--- src/rtl/mips_pkg.sv ---
// mips_pkg: shared widths, control-bundle bit positions and bubble
// constants for the MIPS pipeline registers.
//   CTLWB  = {regwrite, memtoreg}
//   CTLM   = {branch, memread, memwrite}
//   CTLEX  = {regdst, aluop[1:0], alusrc}
package mips_pkg;
    localparam int CTLWB_W      = 2;
    localparam int CTLM_W       = 3;
    localparam int CTLEX_W      = 4;
    localparam int MEMREAD_BIT  = 1;
    localparam int REGWRITE_BIT = 1;

    localparam logic [CTLWB_W-1:0] CTLWB_BUBBLE = '0;
    localparam logic [CTLM_W-1:0]  CTLM_BUBBLE  = '0;
    localparam logic [CTLEX_W-1:0] CTLEX_BUBBLE = '0;
endpackage

--- src/rtl/pipe_reg.sv ---
// pipe_reg: W-bit pipeline field register.
// Ports:
//   clk    - clock, rising edge
//   rst    - synchronous active-high reset, clears to 0
//   hold   - keep current value
//   bubble - clear to 0 (bubble value for every id_ex field)
//   d / q  - load data / registered value
// Priority on each edge: rst > hold > bubble > load.
module pipe_reg #(
    parameter int W = 1
) (
    input  logic         clk,
    input  logic         rst,
    input  logic         hold,
    input  logic         bubble,
    input  logic [W-1:0] d,
    output logic [W-1:0] q
);
    always_ff @(posedge clk) begin
        if (rst)         q <= '0;
        else if (hold)   q <= q;
        else if (bubble) q <= '0;
        else             q <= d;
    end
endmodule

--- src/rtl/id_ex_latch.sv ---
// id_ex_latch: ID/EX pipeline register of the 5-stage MIPS core.
// Captures register-file A/B, sign-extended immediate, rs/rt/rd and the
// WB/M/EX control bundles; supports stall (hold), flush (bubble) and a
// self-inserted load-use bubble, and flags the load-use hazard upstream.
// Ports:
//   clk, rst (sync, active high), stall, flush
//   ctlwb_in[2], ctlm_in[3], ctlex_in[4], npc_in, readdat1, readdat2,
//   signext_in, rs_in, rt_in, rd_in            - ID-stage inputs
//   wb_regwrite, wb_rd, wb_writedata           - WB write port (bypass)
//   ctlwb_out, ctlm_out, ctlex_out, npc_out, readdat1_out, readdat2_out,
//   signext_out, rs_out, rt_out, rd_out        - registered outputs
//   valid_out    - 1 real instruction, 0 bubble
//   hazard_stall - combinational load-use hazard flag
// Configuration macro: ID_EX_WB_BYPASS_EN enables WB->ID write-data bypass
// on A/B capture (covers register-file read-during-write).
module id_ex_latch
    import mips_pkg::*;
#(
    parameter int DATA_WIDTH     = 32,
    parameter int REG_ADDR_WIDTH = 5
) (
    input  logic                      clk,
    input  logic                      rst,
    input  logic                      stall,
    input  logic                      flush,
    input  logic [CTLWB_W-1:0]        ctlwb_in,
    input  logic [CTLM_W-1:0]         ctlm_in,
    input  logic [CTLEX_W-1:0]        ctlex_in,
    input  logic [DATA_WIDTH-1:0]     npc_in,
    input  logic [DATA_WIDTH-1:0]     readdat1,
    input  logic [DATA_WIDTH-1:0]     readdat2,
    input  logic [DATA_WIDTH-1:0]     signext_in,
    input  logic [REG_ADDR_WIDTH-1:0] rs_in,
    input  logic [REG_ADDR_WIDTH-1:0] rt_in,
    input  logic [REG_ADDR_WIDTH-1:0] rd_in,
    input  logic                      wb_regwrite,
    input  logic [REG_ADDR_WIDTH-1:0] wb_rd,
    input  logic [DATA_WIDTH-1:0]     wb_writedata,
    output logic [CTLWB_W-1:0]        ctlwb_out,
    output logic [CTLM_W-1:0]         ctlm_out,
    output logic [CTLEX_W-1:0]        ctlex_out,
    output logic [DATA_WIDTH-1:0]     npc_out,
    output logic [DATA_WIDTH-1:0]     readdat1_out,
    output logic [DATA_WIDTH-1:0]     readdat2_out,
    output logic [DATA_WIDTH-1:0]     signext_out,
    output logic [REG_ADDR_WIDTH-1:0] rs_out,
    output logic [REG_ADDR_WIDTH-1:0] rt_out,
    output logic [REG_ADDR_WIDTH-1:0] rd_out,
    output logic                      valid_out,
    output logic                      hazard_stall
);
    localparam int RAW = REG_ADDR_WIDTH;

    logic [DATA_WIDTH-1:0] a_d, b_d;
    logic                  bubble;

    // Hazard is taken from registered state: once the bubble is inserted
    // the load leaves this stage and the flag drops by itself.
    assign hazard_stall = valid_out && ctlm_out[MEMREAD_BIT] && (rt_out != '0)
                          && ((rt_out == rs_in) || (rt_out == rt_in));

    assign bubble = flush | hazard_stall;

`ifdef ID_EX_WB_BYPASS_EN
    // WB write lands in the register file on the same edge we capture, so
    // forward it here; $0 is never a bypass source.
    logic wb_hit;
    assign wb_hit = wb_regwrite && (wb_rd != '0);
    assign a_d = (wb_hit && (wb_rd == rs_in)) ? wb_writedata : readdat1;
    assign b_d = (wb_hit && (wb_rd == rt_in)) ? wb_writedata : readdat2;
`else
    logic unused_wb;
    assign unused_wb = ^{wb_regwrite, wb_rd, wb_writedata};
    assign a_d = readdat1;
    assign b_d = readdat2;
`endif

    pipe_reg #(.W(CTLWB_W)) u_ctlwb (.clk(clk), .rst(rst), .hold(stall), .bubble(bubble),
                                     .d(ctlwb_in), .q(ctlwb_out));
    pipe_reg #(.W(CTLM_W))  u_ctlm  (.clk(clk), .rst(rst), .hold(stall), .bubble(bubble),
                                     .d(ctlm_in), .q(ctlm_out));
    pipe_reg #(.W(CTLEX_W)) u_ctlex (.clk(clk), .rst(rst), .hold(stall), .bubble(bubble),
                                     .d(ctlex_in), .q(ctlex_out));
    pipe_reg #(.W(DATA_WIDTH)) u_npc (.clk(clk), .rst(rst), .hold(stall), .bubble(bubble),
                                      .d(npc_in), .q(npc_out));
    pipe_reg #(.W(DATA_WIDTH)) u_a   (.clk(clk), .rst(rst), .hold(stall), .bubble(bubble),
                                      .d(a_d), .q(readdat1_out));
    pipe_reg #(.W(DATA_WIDTH)) u_b   (.clk(clk), .rst(rst), .hold(stall), .bubble(bubble),
                                      .d(b_d), .q(readdat2_out));
    pipe_reg #(.W(DATA_WIDTH)) u_imm (.clk(clk), .rst(rst), .hold(stall), .bubble(bubble),
                                      .d(signext_in), .q(signext_out));
    pipe_reg #(.W(3*RAW)) u_regs (.clk(clk), .rst(rst), .hold(stall), .bubble(bubble),
                                  .d({rs_in, rt_in, rd_in}), .q({rs_out, rt_out, rd_out}));
    pipe_reg #(.W(1)) u_valid (.clk(clk), .rst(rst), .hold(stall), .bubble(bubble),
                               .d(1'b1), .q(valid_out));
endmodule

--- config.mk ---
export PLATFORM = sky130hd
export DESIGN_NAME = id_ex_latch
export DESIGN_NICKNAME = d
export VERILOG_FILES = /design/src/rtl/mips_pkg.sv /design/src/rtl/pipe_reg.sv /design/src/rtl/id_ex_latch.sv
export SDC_FILE = /design/constraint.sdc
export NUM_CORES = 1
export LEC_CHECK = 0
export CORE_AREA = 2 2 133 135
export DETAILED_ROUTE_END_ITERATION = 10
export DIE_AREA = 0 0 135 137
export PLACE_DENSITY = 0.8
export SYNTH_ARGS = -nofsm -noshare
export SYNTH_HDL_FRONTEND = slang
export SYNTH_SLANG_ARGS = --single-unit
--- constraint.sdc ---
create_clock -name clk -period 3.1 [get_ports clk]
set_clock_uncertainty 0.15 [all_clocks]
set_input_delay 0.62 -clock clk [delete_from_list [all_inputs] [get_ports clk]]
set_output_delay 0.62 -clock clk [all_outputs]
set_load 0.005 [all_outputs]
Figure 1. Gate families picked out.
Scale bar: 50 um.
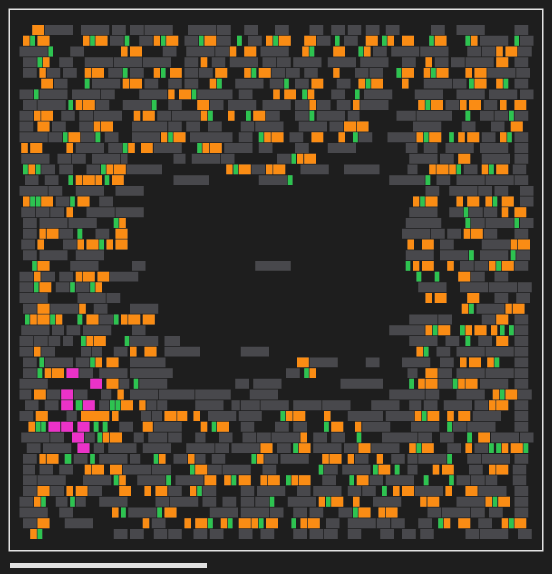
[green] NAND gates | cells: 156 | where: widely spread
[orange] inverting AOI/OAI gates | cells: 308 | where: widely spread
[magenta] XOR/XNOR gates | cells: 10 | where: bottom left

Figure 2. Floorplan with the power grid.
Pins as bars on the die edge. Tap cells in grey.
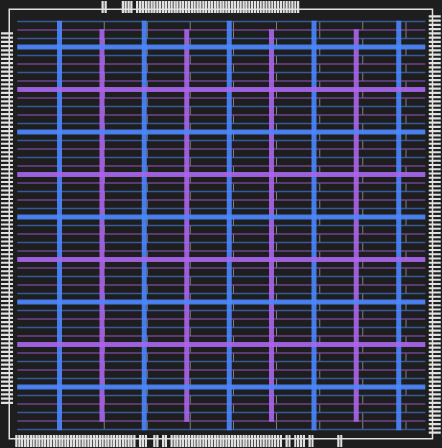
[blue] VSS
[purple] VDD
signal pins: 348
tap cells: 225

==> flow_summary.toml <==
# yosys + openroad results
[cts]
clk_pin_slew_ns = 0.06
cts_num_sinks = 153
holdBufCountCts = 0
root_buffer = "clkbuf_16"

[power_and_ir_drop]
leakagePower_uw = 0.00340
finalPower_uw = 5270

[run]
drv_cap = 0
warning_count = 66

[yosys]
fp_nets = 909
ys.flop_type = "dfxtp_1"
syn_area_per_cell_um2 = 8.78
ys_cells = 715
logic_family = "AND-OR/OR-AND gates"
synthCells = 715
edf_count = 0
postSynth.asyncResetShare_pct = 0
area_leaders = "dfxtp_1 49%, a32oi_1 21%, o21ai_0 11%"
yosysTopAreaCell = "dfxtp_1"
synthDistinctLibCells = 20
ys_seq_share_pct = 48.8
ys_sh_aoi_pct = 33.8
synth.most_common_cell = "nand2_1"

[finish]
buffers_excl_clock = 333
fin_util_pct = 59.6
diodes = 0
buffer_area_share_pct = 32.9
area_delta_synth_final_pct = 61.9
fin_area_um2 = 10200
largest_class = "buffers"
drive_gt1_share_pct = 5.92
nFillCells = 1475
layout.nets = 1178
sh_seq_area_pct = 30.1
seq_cell_count = 153
logic_gates = 479

[setup_path]
cp_cell_sequence = "or4_1, o211ai_1, nor2b_4, buf_4, dlygate4sd2_1"
startpoint_type = "flip-flop"
r2r_end = "u_npc.q[9]$_SDFFE_PP0N_"
cp_max_fo = 5
setup.worst_path.class = "flip-flop to output pin"
slowest_delay_ns = 0.53
crit_path_top_delay_cell = "or4_1"
reg2reg_depth = 6
reg2reg_from = "u_regs.q[6]$_SDFFE_PP0N_"

[routing]
wire_per_inst_um = 16.7
first_iter_violations = 397
drc_errors = 0
vias_per_cell = 5.46
vias = 6670
dr.pass1.iters = 5

[timing]
slew_viol_final = 0
worst-slew-pin-transition_ns = 0.846

[outcome]
status = "finished, final reports clean"

[floorplan]
fp_util_pct = 36.8
ioPinCount = 348
core.rowCount = 48
die_width_um = 135
core_um2 = 17100

[grt]
grt.total_usage_pct = 20.8
grt_pass1_vias = 6160

[worst_hold_path]
hp-start = "u_b.q[0]$_SDFFE_PP0N_"
min_to = "u_b.q[0]$_SDFFE_PP0N_"

[placed_design]
numPortBuffers = 309
hpwl_mm = 13.0
Figure 3. Clock routing.
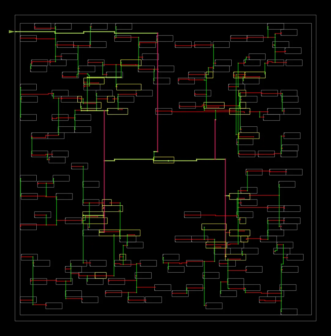
TritonCTS Buffers: 17
Clock Power: 2170 uW

## power by group
part           switching, uW  internal (uW)  total, uW
clock network            851           1320       2170
registers               86.5           2120       2210
logic                    354            539        893
## stage by stage
stage	cells	hold WS, ns
detailed placement	1189	0.302
global route	1221	0.337
global placement	1189	0.295
CTS	1221	0.319
floorplan	715	0.310
finish	1221	0.315
## layout by cell type (no fill, tap or decap), types with 3 or more instances in the layout
master           instances
bufinv_16                3
clkdlybuf4s50_1        303
o21ai_1                 15
nand2_1                154
a32oi_1                152
dfxtp_1                153
inv_6                    3
buf_4                   18
xnor2_1                 10
clkbuf_16               17
clkinvlp_4               3
buf_12                   6
dlygate4sd2_1            6
o21ai_0                138
## worst max-delay path, delay by kind of cell, from the launching register on
family | cells | cell delay, ns
compound gates | 1 | 0.32
simple gates | 2 | 0.59
buf+inv | 2 | 0.41
flops | 1 | 0.37
## cells by family (layout without fill, tap and decap cells)
logic type                after synthesis  in the layout
DFF                                   153            153
buffers and inverters                  83            364
xor gates and xnor gates               10             10
and+or+nand+nor                       161            161
AOI/OAI and AO/OA                     308            308
## timing repair
item                       CTS  global route
buffers inserted             1             0
gates resized                8             0
setup endpoints to repair    1             0
## metal layers
layer,GRT usage (%),part of all wire (%)
met5,0,0
met4,7.23,1.8
met2,33.1,47
met3,7.56,9.9
met1,26.1,42
## registers in the layout (all words and copies together) (netlist names)
register   flops
u_a.q         32
u_b.q         32
u_ctlex.q      4
u_ctlm.q       3
u_ctlwb.q      2
u_imm.q       32
u_npc.q       32
u_regs.q      15
u_valid.q      1
Power and IR drop assume default switching activity.
